Figure 1. I/O nets highlighted.
The bar under the picture is 20 um long.
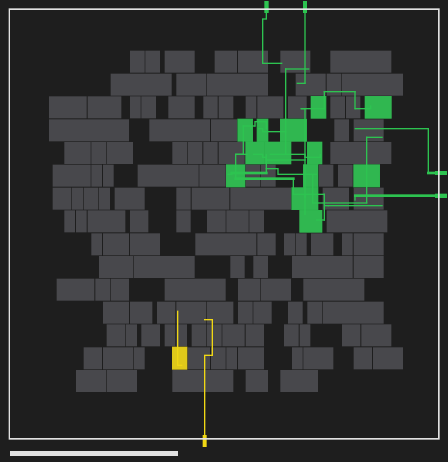
Figure 2. Register map, names as in the netlist.
The bar under the picture is 20 um long. Other sequential cells in the stronger gray, the rest of the logic in the fainter gray.
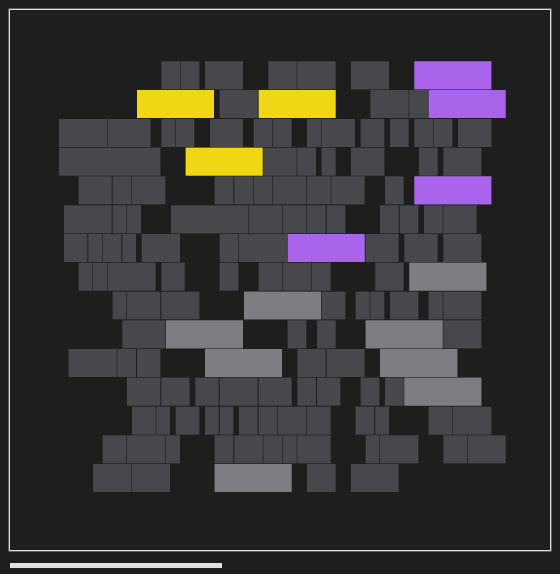
Figure 3. Logic cells by family.
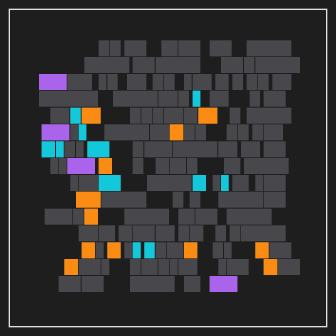
Figure 4. Close-up of the layout.
The bar under the picture is 10 um long. Region (0, 0) to (25, 25) um. Cells in gray, sequential cells in the stronger gray; small squares are vias.
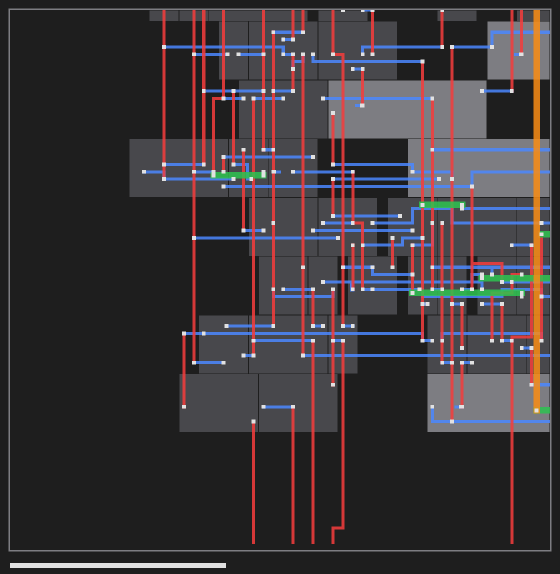
## config.mk

```make
export PLATFORM = sky130hd
export DESIGN_NAME = tl_beat_tracker
export DESIGN_NICKNAME = d
export VERILOG_FILES = /design/src/rtl/tl_beat_tracker.sv
export SDC_FILE = /design/constraint.sdc
export NUM_CORES = 1
export LEC_CHECK = 0
export CAP_MARGIN = 20
export CORE_MARGIN = 4
export CORE_UTILIZATION = 55
export CTS_CLUSTER_DIAMETER = 80
export DETAILED_ROUTE_END_ITERATION = 10
export GPL_ROUTABILITY_DRIVEN = 0
export GPL_TIMING_DRIVEN = 0
export PLACE_DENSITY = 0.81
export SYNTH_ARGS = -nofsm -noshare
export SYNTH_HDL_FRONTEND = slang
export SYNTH_SLANG_ARGS = --single-unit
```

## constraint.sdc

```tcl
create_clock -name clk -period 15.4 [get_ports clk]
set_input_delay 4.62 -clock clk [delete_from_list [all_inputs] [get_ports clk]]
set_output_delay 4.62 -clock clk [all_outputs]
set_load 0.01 [all_outputs]
```

## src/rtl/tl_beat_tracker.sv

```systemverilog
// Burst sequencer for a TileLink A/C-style channel: decodes the first beat's opcode/size into a
// beat count and drives a zero-latency last flag so multi-beat messages are never interleaved.
module tl_beat_tracker #(
  parameter int unsigned         DATA_BYTES = 8,
  parameter int unsigned         OP_W       = 3,
  parameter int unsigned         SIZE_W     = 4,
  parameter int unsigned         MAX_SIZE   = 6,
  parameter logic [2**OP_W-1:0]  DATA_OPS   = 8'b0000_0111,
  localparam int unsigned        LOG2_BYTES = $clog2(DATA_BYTES),
  localparam int unsigned        CNT_W      = (MAX_SIZE > LOG2_BYTES) ? MAX_SIZE - LOG2_BYTES : 1
) (
  input  logic              clk,
  input  logic              rst,
  input  logic              valid_i,
  input  logic              ready_i,
  input  logic [OP_W-1:0]   opcode_i,
  input  logic [SIZE_W-1:0] size_i,
  output logic              last_o,
  output logic              first_o,
  output logic [CNT_W-1:0]  beat_idx_o,
  output logic              busy_o,
  output logic              err_o
);

  localparam logic [SIZE_W-1:0] MaxSize   = SIZE_W'(MAX_SIZE);
  localparam logic [SIZE_W-1:0] Log2Bytes = SIZE_W'(LOG2_BYTES);

  logic              busy_q;
  logic [CNT_W-1:0]  cnt_q;
  logic [CNT_W-1:0]  total_q;
  logic [OP_W-1:0]   op_q;
  logic [SIZE_W-1:0] size_q;
  logic              err_q;

  logic              fire;
  logic              oversize;
  logic [SIZE_W-1:0] size_clamped;
  logic [SIZE_W-1:0] shift;
  logic [CNT_W:0]    beats;
  logic [CNT_W-1:0]  hdr_total;
  logic              hdr_single;

  assign fire     = valid_i & ready_i;
  assign oversize = size_i > MaxSize;

  // Header decode of the live beat; only meaningful while idle.
  always_comb begin
    size_clamped = oversize ? MaxSize : size_i;
    shift        = '0;
    if (DATA_OPS[opcode_i] && (size_clamped > Log2Bytes)) begin
      shift = size_clamped - Log2Bytes;
    end
    beats      = (CNT_W + 1)'(1) << shift;
    hdr_total  = CNT_W'(beats - (CNT_W + 1)'(1));
    hdr_single = (hdr_total == '0);
  end

  assign first_o    = ~busy_q;
  assign beat_idx_o = busy_q ? cnt_q : '0;
  assign last_o     = busy_q ? (cnt_q == total_q) : hdr_single;
  assign busy_o     = busy_q;
  assign err_o      = err_q;

  always_ff @(posedge clk) begin
    if (rst) begin
      busy_q  <= 1'b0;
      cnt_q   <= '0;
      total_q <= '0;
      op_q    <= '0;
      size_q  <= '0;
      err_q   <= 1'b0;
    end else if (fire) begin
      if (oversize) begin
        err_q <= 1'b1;
      end
      if (busy_q) begin
        // A changed header mid-burst is flagged but the latched length still governs.
        if ((opcode_i != op_q) || (size_i != size_q)) begin
          err_q <= 1'b1;
        end
        if (cnt_q == total_q) begin
          busy_q <= 1'b0;
          cnt_q  <= '0;
        end else begin
          cnt_q <= cnt_q + CNT_W'(1);
        end
      end else if (!hdr_single) begin
        busy_q  <= 1'b1;
        cnt_q   <= CNT_W'(1);
        total_q <= hdr_total;
        op_q    <= opcode_i;
        size_q  <= size_i;
      end
    end
  end

endmodule

```

==> out/qor.csv <==
stage,metric,value,unit
status,outcome,"complete, no violations",
run,max_cap_viol_count,0,
setup_path,regToRegSetupSlack,13.63,ns
setup_path,worstPathRequired,10.78,ns
synth,ys_seq_share,0.2945,
die,die_h,51.06,um
synth,async_reset_ff_frac,0,
synth,ys_warn_count,0,
synth,ys_cells,122,
power,ir_drop,36.16,uV
clock_network,numCtsBuffers,3,
synth,ys_types,42,
clock_network,ctsHtreeMaxLevel,1,
worst_hold_path,hold_depth,2,
synth,ys_top_cells_by_count,"dfxtp_1 (15), a21oi_1 (12), nand3_1 (11)",
run,warnings,27,
setup_path,rr_worst_depth,6,
finish,lay_top_cells,"clkdlybuf4s50_1 (16), dfxtp_1 (15), a21oi_1 (12), nand3_1 (11), o21ai_1 (9)",
synth,yosys_area,0.001020,sq mm
die,fp_util,0.5842,
final_timing,finClkSkew,0.003134,ns
synth,syn_nets,137,
final_timing,slew_viol_final,0,
final_timing,worst_slack,2.761,ns
detailed_routing,postRouteAntennaNets,0,
detailed_routing,wl_per_cell,14.01,um
die,die_area,0.002607,sq mm
synth,ys_ff,15,
global_routing,grtUsageTotal,0.2027,
final_timing,finalSetupViolCount,0,
synth,edf_count,0,
detailed_routing,drt_wl_total,2.339,mm
finish,fin_nets,158,
detailed_routing,drt_pass1_iterations,4,
finish,syn_to_final_growth,21.35,%
finish,fillers,150,
setup_path,timing.rr.start,busy_o$_SDFFE_PP0P_,
final_timing,min_period_over_period,0.8207,
power,pwr-share-comb,0.285,
setup_path,worstSetupPathType,in -> out,
synth,top_cell,dfxtp_1,
setup_path,endpoint,last_o,
power,clock_power_share,0.259,
detailed_routing,vias_per_cell,5.784,
setup_path,setup.worst_path.start,size_i[3],
power,p_sw_frac,0.3254,
clock_network,clk_pin_slew,0.09,ns
placed_design,place_hpwl,1.821,mm
detailed_routing,drt_iter0_markers,40,
clock_network,ctsHoldBuffers,0,
placed_design,placed_area,0.001211,sq mm
clock_network,insertion_delay,0.29,ns
finish,final_layout_size_suffix_gt1_frac,0.1127,
clock_network,cts_tree,built,
power,pg_comb,0.0259,mW
worst_hold_path,worstHoldStart,size_q[3]$_SDFFE_PP0P_,
setup_path,arrival,8.02,ns
power,internal-power,0.06130,mW
worst_hold_path,worstHoldPathType,reg -> reg,
global_routing,grt_max_degree,11,
finish,diodes,0,
final_timing,relSlewSlack,0.6106,
synth,syn_inst,122,
synth,yosys.area.top_type,dfxtp_1,
detailed_routing,drc,0,
power,largestPowerGroup,registers,
worst_hold_path,hold_path_end,size_q[3]$_SDFFE_PP0P_,
global_routing,grt_antenna_before_repair,0,
setup_path,end_kind,primary output,
global_routing,grt_pass1_vias,884,
global_routing,overflow,0,
die,dieWidth,51.06,um
die,rows,15,
final_timing,min_period,12.64,ns
power,power.switching,0.02957,mW
clock_network,cts_resized,0,
clock_network,cts_root_buffer,clkbuf_4,
clock_network,cts_num_sinks,15,
synth,top_area_frac,0.2945,
final_timing,whs,0.5000,ns
setup_path,critPathLaunchType,input pin,
final_timing,tns,0,ns
synth,yosys-top-cells-area,"dfxtp_1 (29%), xnor2_1 (6.0%), a21oi_1 (5.9%), nand3_1 (5.4%), ha_1 (4.9%)",
die,core-area,0.001745,sq mm
global_routing,grt_pass1_wl,3.946,mm
power,power_density,73.44,mW/mm^2
final_timing,rsz0062_at_grt,no,
placed_design,dp_worst_setup_slack,2.791,ns
power,p_total,0.09088,mW
final_timing,finalHoldViolCount,0,
detailed_routing,dr_total_vias,966,
synth,syn_area_per_cell,8.358,sq um
setup_path,crit_fanout,6,
final_timing,tightestPinTransition,0.5750,ns
final_timing,fmax,79.12,MHz
power,seq_power_share,0.456,
power,leakage,0.4286,nW
clock_network,post-cts-setup-buffers,0,
synth,syn-cell-area,0.001020,sq mm
setup_path,timing.rr.end,total_q[1]$_SDFFE_PP0P_,
finish,final_cell_area,0.001237,sq mm
power,pg_clk,0.0235,mW
## Picture notes: Figure 1
- size_i: green (direction input; edge 2 north, 2 east; end cells 13; wire 168 um)
- last_o: yellow (direction output; edge south; end cells 1; wire 22.5 um)
I/O pins: 18
PortBufs: 16

## Picture notes: Figure 2
- op_q: yellow (flops 3)
- size_q: purple (flops 4; where north-east)
- not colored: 8
Seq. cell area: 300.3 sq um
Core Util, Final: 0.7090
P_seq: 0.0415 mW
flop share of the area: 0.2427

## Picture notes: Figure 3
- adder and majority cells: purple (cells 4)
- AND and OR gates: orange (cells 12)
- NOR gates: cyan (cells 11)
Commonest Layout Cell: clkdlybuf4s50_1
fraction of area in multi-input gates: 0.5602

## Picture notes: Figure 4
- met2: red
- met3: green
- met1: blue
- met4: orange
- most frequent: clkdlybuf4s50_1 (4), dfxtp_1 (3)
- cells with their middle in the window: 29
- sequential cells in the window: 3
- netlist names of flops here include: total_q (2), cnt_q (1)

[per-layer routing]
layer,global-route usage,share of wire,vias to the layer above
met4,0.1345,0.026,0
met1,0.2690,0.47,441
met3,0.02915,0.045,5
li1,-,-,491
met2,0.3026,0.46,29
met5,0,0,-
[critical path, cell delays in order]
cell and delay (ns):
clkdlybuf4s50_1 0.51, nand2b_1 0.23, or2_4 0.27, inv_2 0.10
ha_1 0.26, nor2_1 0.14, nand2_1 0.06, nand2_1 0.14
ha_1 0.25, inv_1 0.11, or3_1 0.37, a31oi_2 0.25
nor2_1 0.08, o21ai_1 0.08, clkdlybuf4s50_1 0.56
[kinds of logic after synthesis]
logic type               synth area share
AND/OR/NAND/NOR                    0.2503
flip-flops                         0.2945
XOR/XNOR                          0.09448
buffers and inverters             0.02576
multiplexers                     0.009816
AND-OR/OR-AND                      0.2761
adder cells (fa/ha/maj)           0.04908
[sequential cells by signal, indices dropped and copies added, names as in the netlist]
name	count
err_o	1
size_q	4
cnt_q	3
op_q	3
busy_o	1
total_q	3
[area by class of cell]
| cell class | instances | area [sq um] | share of cell area |
|---|---|---|---|
| Multi-Input combinational cell | 100 | 693.2 | 0.5602 |
| Sequential cell | 15 | 300.3 | 0.2427 |
| Timing Repair Buffer | 16 | 160.2 | 0.1294 |
| Tap cell | 25 | 31.28 | 0.02528 |
| Clock buffer | 4 | 26.28 | 0.02123 |
| Inverter | 4 | 15.01 | 0.01213 |
| Buffer | 3 | 11.26 | 0.009100 |
[through the flow]
step | cells | utilization
floorplan | 122 | -
global placement | 163 | 0.6939
detailed placement | 163 | 0.6939
CTS | 167 | 0.7090
global route | 167 | 0.7090
finish | 167 | 0.7090
No activity file was given, so power comes from the tool's default toggle rates.
